==> config.mk <==
export PLATFORM = sky130hd
export DESIGN_NAME = fifo_wrr_sched
export DESIGN_NICKNAME = d
export VERILOG_FILES = /design/src/rtl/fifo_wrr_sched_pkg.sv /design/src/rtl/fifo_wrr_sched_rr_pick.sv /design/src/rtl/fifo_wrr_sched.sv
export SDC_FILE = /design/constraint.sdc
export NUM_CORES = 1
export LEC_CHECK = 0
export ABC_CLOCK_PERIOD_IN_PS = 7100
export CAP_MARGIN = 30
export CORE_MARGIN = 5
export CORE_UTILIZATION = 36
export CTS_CLUSTER_SIZE = 28
export DETAILED_ROUTE_END_ITERATION = 10
export PLACE_DENSITY = 0.8
export SYNTH_ARGS = -nofsm -noshare
export SYNTH_HDL_FRONTEND = slang
export SYNTH_SLANG_ARGS = --single-unit
==> constraint.sdc <==
create_clock -name clk -period 7.1 [get_ports clk]
set_input_delay 1.42 -clock clk [delete_from_list [all_inputs] [get_ports clk]]
set_output_delay 1.42 -clock clk [all_outputs]
set_load 0.05 [all_outputs]
### M3 wires

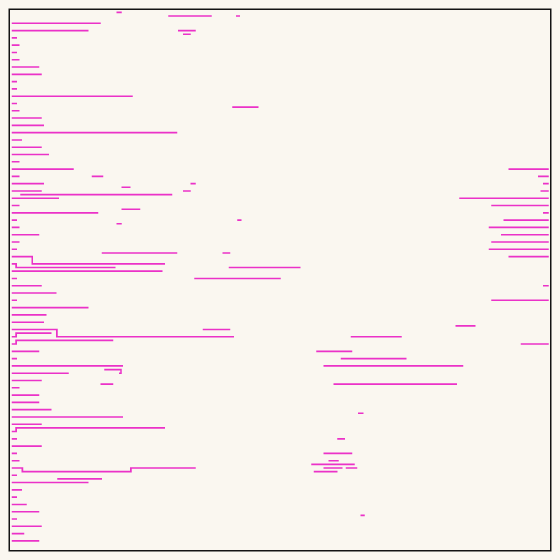
wire length on this layer	899 um
longest straight run	32.9 um
main direction	horizontal
share of all routed wire	9.0%
routed vias: 3162
grt met3 use: 6.44%
final wirelength: 10000 um

### The clock network

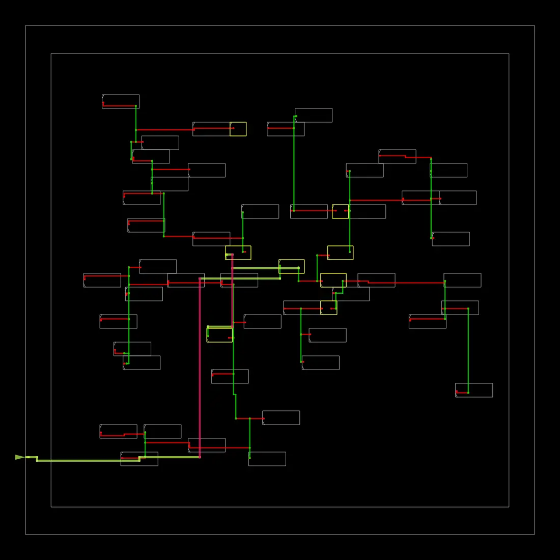
clkbuf count: 5
CTS Sinks: 45
CTS buffer count: 5
flop count: 45

### Power grid

The bar under the picture is 20 um long. Pins as bars on the die edge.
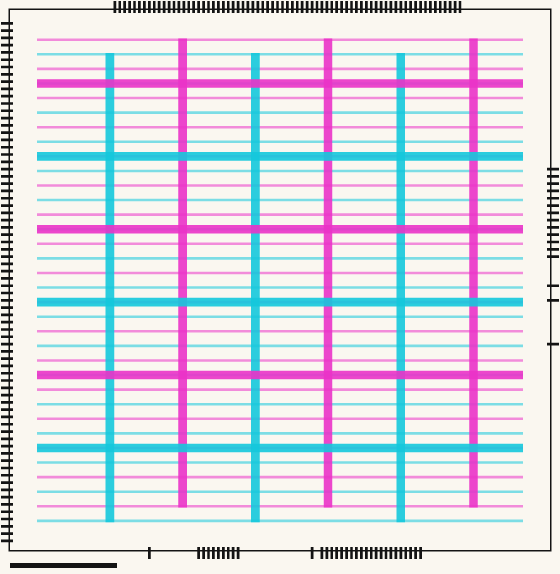
color	net
magenta	VDD
cyan	VSS
rows	33
met4 straps	6
maximum VDD drop: 0.000100 V
Die Y: 101 um
Core ar.: 0.00813 sq mm
width of the die: 101 um

==> results.json <==
{
  "status": "finished clean",
  "initCoreUtil_pct": 36.4,
  "path_class": "input port to primary output",
  "max_slew_margin_pct": 48.5,
  "route.detailed.drc": 0,
  "num-fill-cells": 686,
  "crit_path_end_kind": "primary output",
  "place_hpwl_um": 8200,
  "r2r_cells": 10,
  "synth_top_area_share_pct": 30.4,
  "buffers": 196,
  "highest_layer": "met4",
  "synth_chip_area_sq_mm": 0.00296,
  "dominantRegCellSynth": "dfxtp_1",
  "area_growth_pct": 67.8,
  "clock-skew-final_ns": 0.0139,
  "setup-tns-final_ns": 0,
  "clock_latency_ns": 0.30,
  "sh_comb_area_pct": 38.1,
  "track_usage_pct": 19.0,
  "root_buffer": "clkbuf_8",
  "wl_met2_um": 5080,
  "synthAoiAreaFrac_pct": 20.1,
  "critPathBufInv": 3,
  "whs_ns": 0.467,
  "antennaDiodeCount": 0,
  "drive_gt1_share_pct": 7.61,
  "critPathLaunchType": "input port",
  "first_pass_iters": 4,
  "final_area_sq_mm": 0.00497,
  "synth.area.top_cells": "dfxtp_1 (30%), mux2i_1 (24%), o221ai_1 (9.5%), nand2_1 (5.2%), buf_12 (2.0%)",
  "crit_family": "buffers and inverters",
  "hold_path_class": "register to register",
  "crit_path_max_incr_delay_ns": 0.52,
  "synthCells": 305,
  "logic_area_sq_mm": 0.00189,
  "grt_pass1_vias": 3333,
  "grt_pass1_wl_um": 15500,
  "cap_violations": 0,
  "top_area_cell": "dfxtp_1",
  "dp_slack_ns": 1.42,
  "async_flop_share_pct": 0,
  "crit_required_ns": 5.68,
  "register_area_sq_um": 901,
  "lay_top_count": "clkdlybuf4s50_1",
  "dpl_cell_area_sq_mm": 0.00488,
  "cp_max_fo": 27,
  "synth_area_sq_mm": 0.00296,
  "cts_buffer_depth": 2,
  "final_util_pct": 61.1,
  "post_drt_wl_per_cell_um": 16.9,
  "yosys_cells": 305,
  "largest_reg_flops": 32,
  "synth-edff-count": 0,
  "wl_met3_um": 899,
  "cpMostUsedCell": "buf_4",
  "final_nets": 639,
  "final_cell_mix": "clkdlybuf4s50_1 (186), mux2i_1 (72), dfxtp_1 (45), nand2_1 (41), o221ai_1 (32)",
  "die_area_sq_mm": 0.0101,
  "cts_tree": "yes",
  "fin_ws_ns": 1.41,
  "warnings": 27,
  "fmax_ghz": 0.176,
  "cts_resized": 0,
  "num-nonclk-inverters": 4,
  "nWellTaps": 105,
  "stdcell_count": 591,
  "synth.cellmix.xorXnorShare_pct": 0.844,
  "cts_hold_buffers": 0,
  "via_per_inst": 5.35,
  "synth_nets": 459,
  "crit_arrival_ns": 4.27,
  "ys_sh_simple_pct": 12.5,
  "drt_iter0_drc": 94,
  "fa_ha_area_share_pct": 1.27,
  "ys_sh_mux_pct": 29.1,
  "finalHoldViolations": 0,
  "setup-violations-final": 0,
  "met1Wirelength_um": 3790,
  "busiest_layer": "met2",
  "synth_seq_share_pct": 30.4,
  "worstSetupPathDepth": 9,
  "clk_pin_slew_ns": 0.08,
  "grt_overflow": 0,
  "numSynthFlops": 45,
  "antenna_found_initial": 0,
  "tightest_slew_ns": 0.769,
  "r2r_slack_ns": 4.21,
  "grt_util_met1_pct": 21.3,
  "min_period_ns": 5.69,
  "synth.distinct_cells": 50,
  "path_cells": "clkdlybuf4s50_1 -> o41a_1 -> mux4_2 -> nand2_2 -> nand3_4 -> mux2i_4 -> buf_4 -> nor2_1 -> buf_4",
  "seq_share_pct": 18.1,
  "power_uw": 1120,
  "gp_congestion": 0.839,
  "row_count": 33,
  "clock_area_share_pct": 1.91,
  "comb_cells": 233,
  "grt_max_degree": 41,
  "cts_setup_buffers": 0,
  "ys_top_logic_family": "multiplexers",
  "finalClockPeriodUsage_pct": 80.1,
  "met2_usage_pct": 33.7,
  "ioPinCount": 191,
  "dominant_cells": "non-clock buffers",
  "syn_area_per_cell_sq_um": 9.72,
  "ys_warn_count": 0,
  "min_path_cells": 2,
  "htree_levels": 2,
  "p_per_area_mw_per_mm2": 225,
  "p_leak_uw": 0.00215,
  "rsz0062_at_grt": "false",
  "crit_slowest_cell": "mux4_2",
  "postRouteAntennaNets": 0,
  "place_inst": 583,
  "port-buffer-count": 190,
  "buffer_area_share_pct": 39.0,
  "slew_viol_final": 0
}
-- cell usage after synthesis, types with 2 or more instances --
master and n:
buf_2 3, a31oi_1 2, dfxtp_1 45, o21ai_1 2
nor2_1 10, buf_6 2, nand2_1 41, o221ai_1 32
nor3_1 6, and2_1 2, o21a_1 2, o211a_1 2
o41ai_1 2, a21boi_0 2, nor2b_1 4, nor3b_1 2
ha_1 3, mux2_2 4, o41ai_2 3, buf_12 3
inv_1 4, o41a_1 4, clkbuf_1 13, o21ai_0 6
mux4_2 2, o22ai_1 2, o22ai_2 2, mux2i_1 72
nand3_1 4, a21oi_1 4
-- report_power, final --
part | total, uW | switching (uW) | internal [uW]
clock | 165 | 93.5 | 71.8
combinational | 618 | 344 | 274
sequential | 336 | 32.9 | 303
